## config.mk

```make
export PLATFORM = sky130hd
export DESIGN_NAME = alu16_cmd_issuer
export DESIGN_NICKNAME = d
export VERILOG_FILES = /design/src/rtl/alu16_cmd_issuer.sv
export SDC_FILE = /design/constraint.sdc
export NUM_CORES = 1
export LEC_CHECK = 0
export CAP_MARGIN = 20
export CORE_AREA = 4 4 141 143
export DETAILED_ROUTE_END_ITERATION = 10
export DIE_AREA = 0 0 145 147
export PLACE_DENSITY_LB_ADDON = 0.05
export SYNTH_ARGS = -nofsm -noshare
export SYNTH_HDL_FRONTEND = slang
export SYNTH_SLANG_ARGS = --single-unit
```

## constraint.sdc

```tcl
create_clock -name clk -period 3.1 [get_ports clk]
set_clock_uncertainty 0.15 [all_clocks]
set_input_delay 0.31 -clock clk [delete_from_list [all_inputs] [get_ports clk]]
set_output_delay 0.31 -clock clk [all_outputs]
set_load 0.05 [all_outputs]
```

## src/rtl/alu16_cmd_issuer.sv

```systemverilog
// alu16_cmd_issuer: buffers ALU commands in a small FIFO, issues them one at a
// time to the combinational ALU, captures c/flags after a settle window and
// returns each result over a valid/ready handshake.
module alu16_cmd_issuer #(
   parameter int FIFO_DEPTH    = 4,
   parameter int SETTLE_CYCLES = 1
) (
   input  logic                          clk,
   input  logic                          rst_n,
   input  logic                          cmd_valid,
   output logic                          cmd_ready,
   input  logic [5:0]                    cmd_op,
   input  logic [15:0]                   cmd_a,
   input  logic [15:0]                   cmd_b,
   output logic [15:0]                   alu_a,
   output logic [15:0]                   alu_b,
   output logic [5:0]                    alu_op,
   output logic                          alu_enable,
   input  logic [31:0]                   alu_c,
   input  logic [7:1]                    alu_flags,
   output logic                          res_valid,
   input  logic                          res_ready,
   output logic [31:0]                   res_data,
   output logic [7:1]                    res_flags,
   output logic [5:0]                    res_op,
   output logic [$clog2(FIFO_DEPTH):0]   fifo_count,
   output logic                          busy,
   output logic [7:0]                    err_cnt
);

   localparam int AW = $clog2(FIFO_DEPTH);
   localparam int CW = AW + 1;

   localparam logic [1:0] ST_IDLE   = 2'd0;
   localparam logic [1:0] ST_DRIVE  = 2'd1;
   localparam logic [1:0] ST_RESULT = 2'd2;

   // FIFO entry layout: {op, a, b}
   logic [37:0]   mem_q [FIFO_DEPTH];
   logic [AW-1:0] wr_ptr_q, wr_ptr_d;
   logic [AW-1:0] rd_ptr_q, rd_ptr_d;
   logic [CW-1:0] count_q, count_d;

   logic [1:0]    state_q, state_d;
   logic [3:0]    settle_q, settle_d;
   logic [15:0]   alu_a_q, alu_a_d;
   logic [15:0]   alu_b_q, alu_b_d;
   logic [5:0]    alu_op_q, alu_op_d;
   logic          alu_en_q, alu_en_d;
   logic          res_valid_q, res_valid_d;
   logic [31:0]   res_data_q, res_data_d;
   logic [7:1]    res_flags_q, res_flags_d;
   logic [5:0]    res_op_q, res_op_d;
   logic [7:0]    err_cnt_q, err_cnt_d;

   logic          push;
   logic          pop;
   logic          fifo_empty;
   logic          flag_err;
   logic [37:0]   head;

   assign fifo_empty = (count_q == '0);
   assign cmd_ready  = (count_q != CW'(FIFO_DEPTH));
   assign push       = cmd_valid && cmd_ready;
   assign pop        = (state_q == ST_IDLE) && !fifo_empty;
   assign head       = mem_q[rd_ptr_q];
   assign flag_err   = alu_flags[1] | alu_flags[2] | alu_flags[5] |
                       alu_flags[6] | alu_flags[7];

   // FIFO pointer and occupancy update; push and pop in one cycle cancel out
   always_comb begin
      wr_ptr_d = wr_ptr_q;
      rd_ptr_d = rd_ptr_q;
      count_d  = count_q;
      if (push) begin
         wr_ptr_d = wr_ptr_q + 1'b1;
      end
      if (pop) begin
         rd_ptr_d = rd_ptr_q + 1'b1;
      end
      case ({push, pop})
         2'b10:   count_d = count_q + 1'b1;
         2'b01:   count_d = count_q - 1'b1;
         default: count_d = count_q;
      endcase
   end

   // Issue state machine: pop, drive for the settle window, hold the result
   always_comb begin
      state_d     = state_q;
      settle_d    = settle_q;
      alu_a_d     = alu_a_q;
      alu_b_d     = alu_b_q;
      alu_op_d    = alu_op_q;
      alu_en_d    = alu_en_q;
      res_valid_d = res_valid_q;
      res_data_d  = res_data_q;
      res_flags_d = res_flags_q;
      res_op_d    = res_op_q;
      err_cnt_d   = err_cnt_q;
      case (state_q)
         ST_IDLE: begin
            alu_en_d = 1'b0;
            if (!fifo_empty) begin
               alu_op_d = head[37:32];
               alu_a_d  = head[31:16];
               alu_b_d  = head[15:0];
               res_op_d = head[37:32];
               settle_d = 4'(SETTLE_CYCLES - 1);
               alu_en_d = 1'b1;
               state_d  = ST_DRIVE;
            end
         end
         ST_DRIVE: begin
            if (settle_q != '0) begin
               settle_d = settle_q - 1'b1;
            end else begin
               res_data_d  = alu_c;
               res_flags_d = alu_flags;
               res_valid_d = 1'b1;
               alu_en_d    = 1'b0;
               if (flag_err && (err_cnt_q != '1)) begin
                  err_cnt_d = err_cnt_q + 1'b1;
               end
               state_d = ST_RESULT;
            end
         end
         ST_RESULT: begin
            alu_en_d = 1'b0;
            if (res_ready) begin
               res_valid_d = 1'b0;
               state_d     = ST_IDLE;
            end
         end
         default: begin
            alu_en_d    = 1'b0;
            res_valid_d = 1'b0;
            state_d     = ST_IDLE;
         end
      endcase
   end

   // FIFO storage; contents are don't-care until written, so no reset
   always_ff @(posedge clk) begin
      if (push) begin
         mem_q[wr_ptr_q] <= {cmd_op, cmd_a, cmd_b};
      end
   end

   // State registers with synchronous active-low reset
   always_ff @(posedge clk) begin
      if (!rst_n) begin
         wr_ptr_q    <= '0;
         rd_ptr_q    <= '0;
         count_q     <= '0;
         state_q     <= ST_IDLE;
         settle_q    <= '0;
         alu_a_q     <= '0;
         alu_b_q     <= '0;
         alu_op_q    <= '0;
         alu_en_q    <= 1'b0;
         res_valid_q <= 1'b0;
         res_data_q  <= '0;
         res_flags_q <= '0;
         res_op_q    <= '0;
         err_cnt_q   <= '0;
      end else begin
         wr_ptr_q    <= wr_ptr_d;
         rd_ptr_q    <= rd_ptr_d;
         count_q     <= count_d;
         state_q     <= state_d;
         settle_q    <= settle_d;
         alu_a_q     <= alu_a_d;
         alu_b_q     <= alu_b_d;
         alu_op_q    <= alu_op_d;
         alu_en_q    <= alu_en_d;
         res_valid_q <= res_valid_d;
         res_data_q  <= res_data_d;
         res_flags_q <= res_flags_d;
         res_op_q    <= res_op_d;
         err_cnt_q   <= err_cnt_d;
      end
   end

   assign alu_a      = alu_a_q;
   assign alu_b      = alu_b_q;
   assign alu_op     = alu_op_q;
   assign alu_enable = alu_en_q;
   assign res_valid  = res_valid_q;
   assign res_data   = res_data_q;
   assign res_flags  = res_flags_q;
   assign res_op     = res_op_q;
   assign fifo_count = count_q;
   assign err_cnt    = err_cnt_q;
   assign busy       = (state_q != ST_IDLE) || !fifo_empty;

endmodule

```

### Cell placement

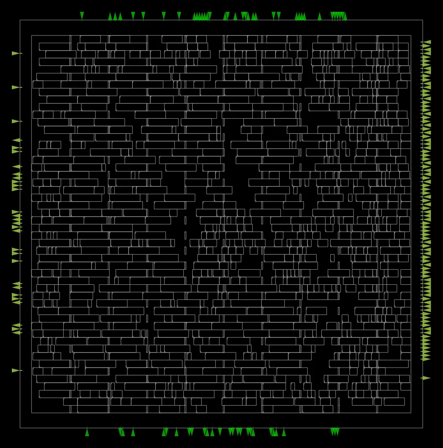
Fillers: 1335
flop count: 252
Cell Count, Final, Fillers Out: 1106
Core Area: 18580 sq um

### Cell area per tile

Drawn at 2 px/micron. The die is cut into 14 by 15 equal tiles; dark blue is low, red is high, 0 to 100% covered.
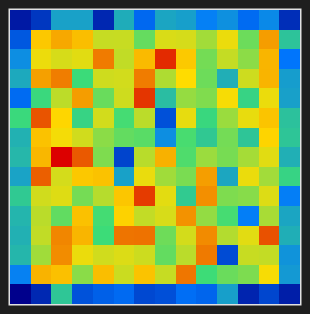
nearly empty tiles: 0.50%
mean over tiles: 57%
fullest tile: 100%
tiles over 75% full: 23%
Core Util, Final: 67.00%
FP Core Util: 51.66%

==> results.ini <==
[setup_path]
cp-start-kind=register
r2r_end=fifo_count[2]$_SDFFE_PN0P_
ff2ff_setup_slack_ns=0.43
crit_family=simple AND/OR/NAND/NOR gates
crit_type=register to register
cpMaxStageDelayCell=or3b_1
regToRegStartpoint=fifo_count[2]$_SDFFE_PN0P_
cp-end-kind=register

[pwr]
leakage_nw=4.158

[logic_synthesis]
synth-compound-area-share_pct=8.003
syn_area_per_cell_sq_um=14.18
synth.logic.top_family=simple AND/OR/NAND/NOR gates
postSynthCellCount=677
area_leaders=edfxtp_1, dfxtp_1, mux4_2, nand2_1, a21boi_0

[detailed_routing]
via_per_inst=5.365
antenna_left=0

[finish]
diodes=0
logic_area_sq_um=2759
nets=943

[die]
die_w_microns=145

[placement]
gp_congestion=0.7576

[min_path]
min_from=rst_n

[cts]
ctsResizeCount=0

[final_timing]
slew_headroom_pct=42.78
min_period_ns=2.668

[global_route]
overflow=0

[status]
status=completed

### Metal 1

Drawn at 3 px/micron. Supply wires on this layer in grey. Cells faint in the background.
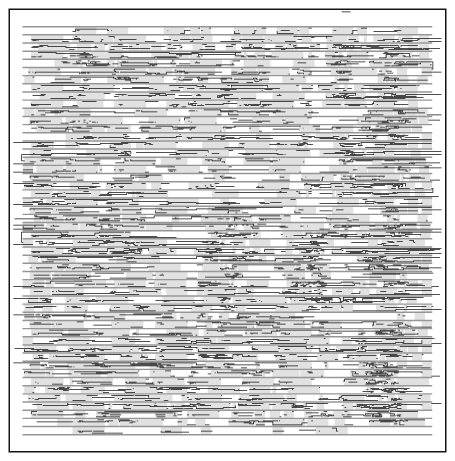
longest straight run: 38.2 microns
main direction: horizontal
wire length on this layer: 8840 microns
share of all routed wire: 43%
Routed WL: 20.50 mm
met1 GRT Util: 24.63%

[worst max path at each step]
stage / start / end / slack, ns / cells past startpoint
after detailed placement: fifo_count[2]$_SDFFE_PN0P_ / fifo_count[2]$_SDFFE_PN0P_ / 0.47 / 9
final: fifo_count[2]$_SDFFE_PN0P_ / fifo_count[2]$_SDFFE_PN0P_ / 0.43 / 9
after global placement: fifo_count[2]$_SDFFE_PN0P_ / fifo_count[2]$_SDFFE_PN0P_ / 0.59 / 9
after CTS: fifo_count[2]$_SDFFE_PN0P_ / fifo_count[2]$_SDFFE_PN0P_ / 0.44 / 9
after floorplan: fifo_count[2]$_SDFFE_PN0P_ / fifo_count[2]$_SDFFE_PN0P_ / 0.02 / 9
after global routing: fifo_count[2]$_SDFFE_PN0P_ / fifo_count[2]$_SDFFE_PN0P_ / 0.29 / 9
[report_power, final]
| group | leakage, nW | switching [W] | total (W) | internal [W] |
|---|---|---|---|---|
| clock network | 0.400 | 0.00117 | 0.00302 | 0.00185 |
| registers | 2.21 | 0.000347 | 0.00449 | 0.00414 |
| logic | 1.55 | 0.00272 | 0.00419 | 0.00147 |
| total | 4.16 | 0.00424 | 0.0117 | 0.00746 |
[through the flow]
step / total power (W) / area (sq um) / utilization, % / instances / hold WS, ns
finish: 0.01170 / 12450 / 67.00 / 1106 / 0.1824
global route: 0.01228 / 12450 / 67.00 / 1106 / 0.2103
CTS: 0.01184 / 12450 / 67.00 / 1106 / 0.1616
detailed placement: 0.008807 / 11610 / 62.50 / 1061 / 0.2971
global placement: 0.008735 / 11610 / 62.50 / 1061 / 0.2913
floorplan: 0.007398 / 9599 / - / 677 / 0.2589
[synthesized netlist by cell type, drive strengths merged (3+ instances only)]
cell type and instances:
a21boi 85, xnor2 5, or3 4, inv 10
nand3 8, buf 21, and2 6, nor2 8
nand2 166, and3 5, clkbuf 22, o21ai 4
or4 4, ha 7, mux4 38, dfxtp 100
edfxtp 152, nand2b 3, o31ai 3
[sequential cells by signal, indices dropped and copies added (netlist names), 2 cells and up]
register	flops
fifo_count	3
wr_ptr_q	2
res_op	6
mem_q	152
alu_b	16
alu_a	16
res_flags	7
err_cnt	8
settle_q	4
rd_ptr_q	2
res_data	32
state_q	2
[layout make-up]
type                            count  share of cell area, %
Timing Repair Buffer              193                  15.68
Sequential cell                   252                  52.78
Clock buffer                       36                  5.759
Tap cell                          234                  2.352
Inverter                           10                 0.3015
Multi-Input combinational cell    372                  22.16
Clock inverter                      9                 0.9648
[logic make-up (layout without fill, tap and decap cells)]
logic type,after synthesis,in the layout
adders and majority gates,8,8
muxes,40,40
xor gates and xnor gates,7,7
and+or+nand+nor,215,215
buffers and inverters,53,248
DFF,252,252
AOI/OAI and AO/OA,102,102
[per-layer routing]
| metal | wire [microns] | vias to the layer above |
|---|---|---|
| li1 | - | 2801 |
| met1 | 8835 | 2925 |
| met2 | 10070 | 179 |
| met3 | 1212 | 29 |
| met4 | 389 | 0 |
| met5 | 0 | - |
Power is estimated from default activity; no workload was simulated.
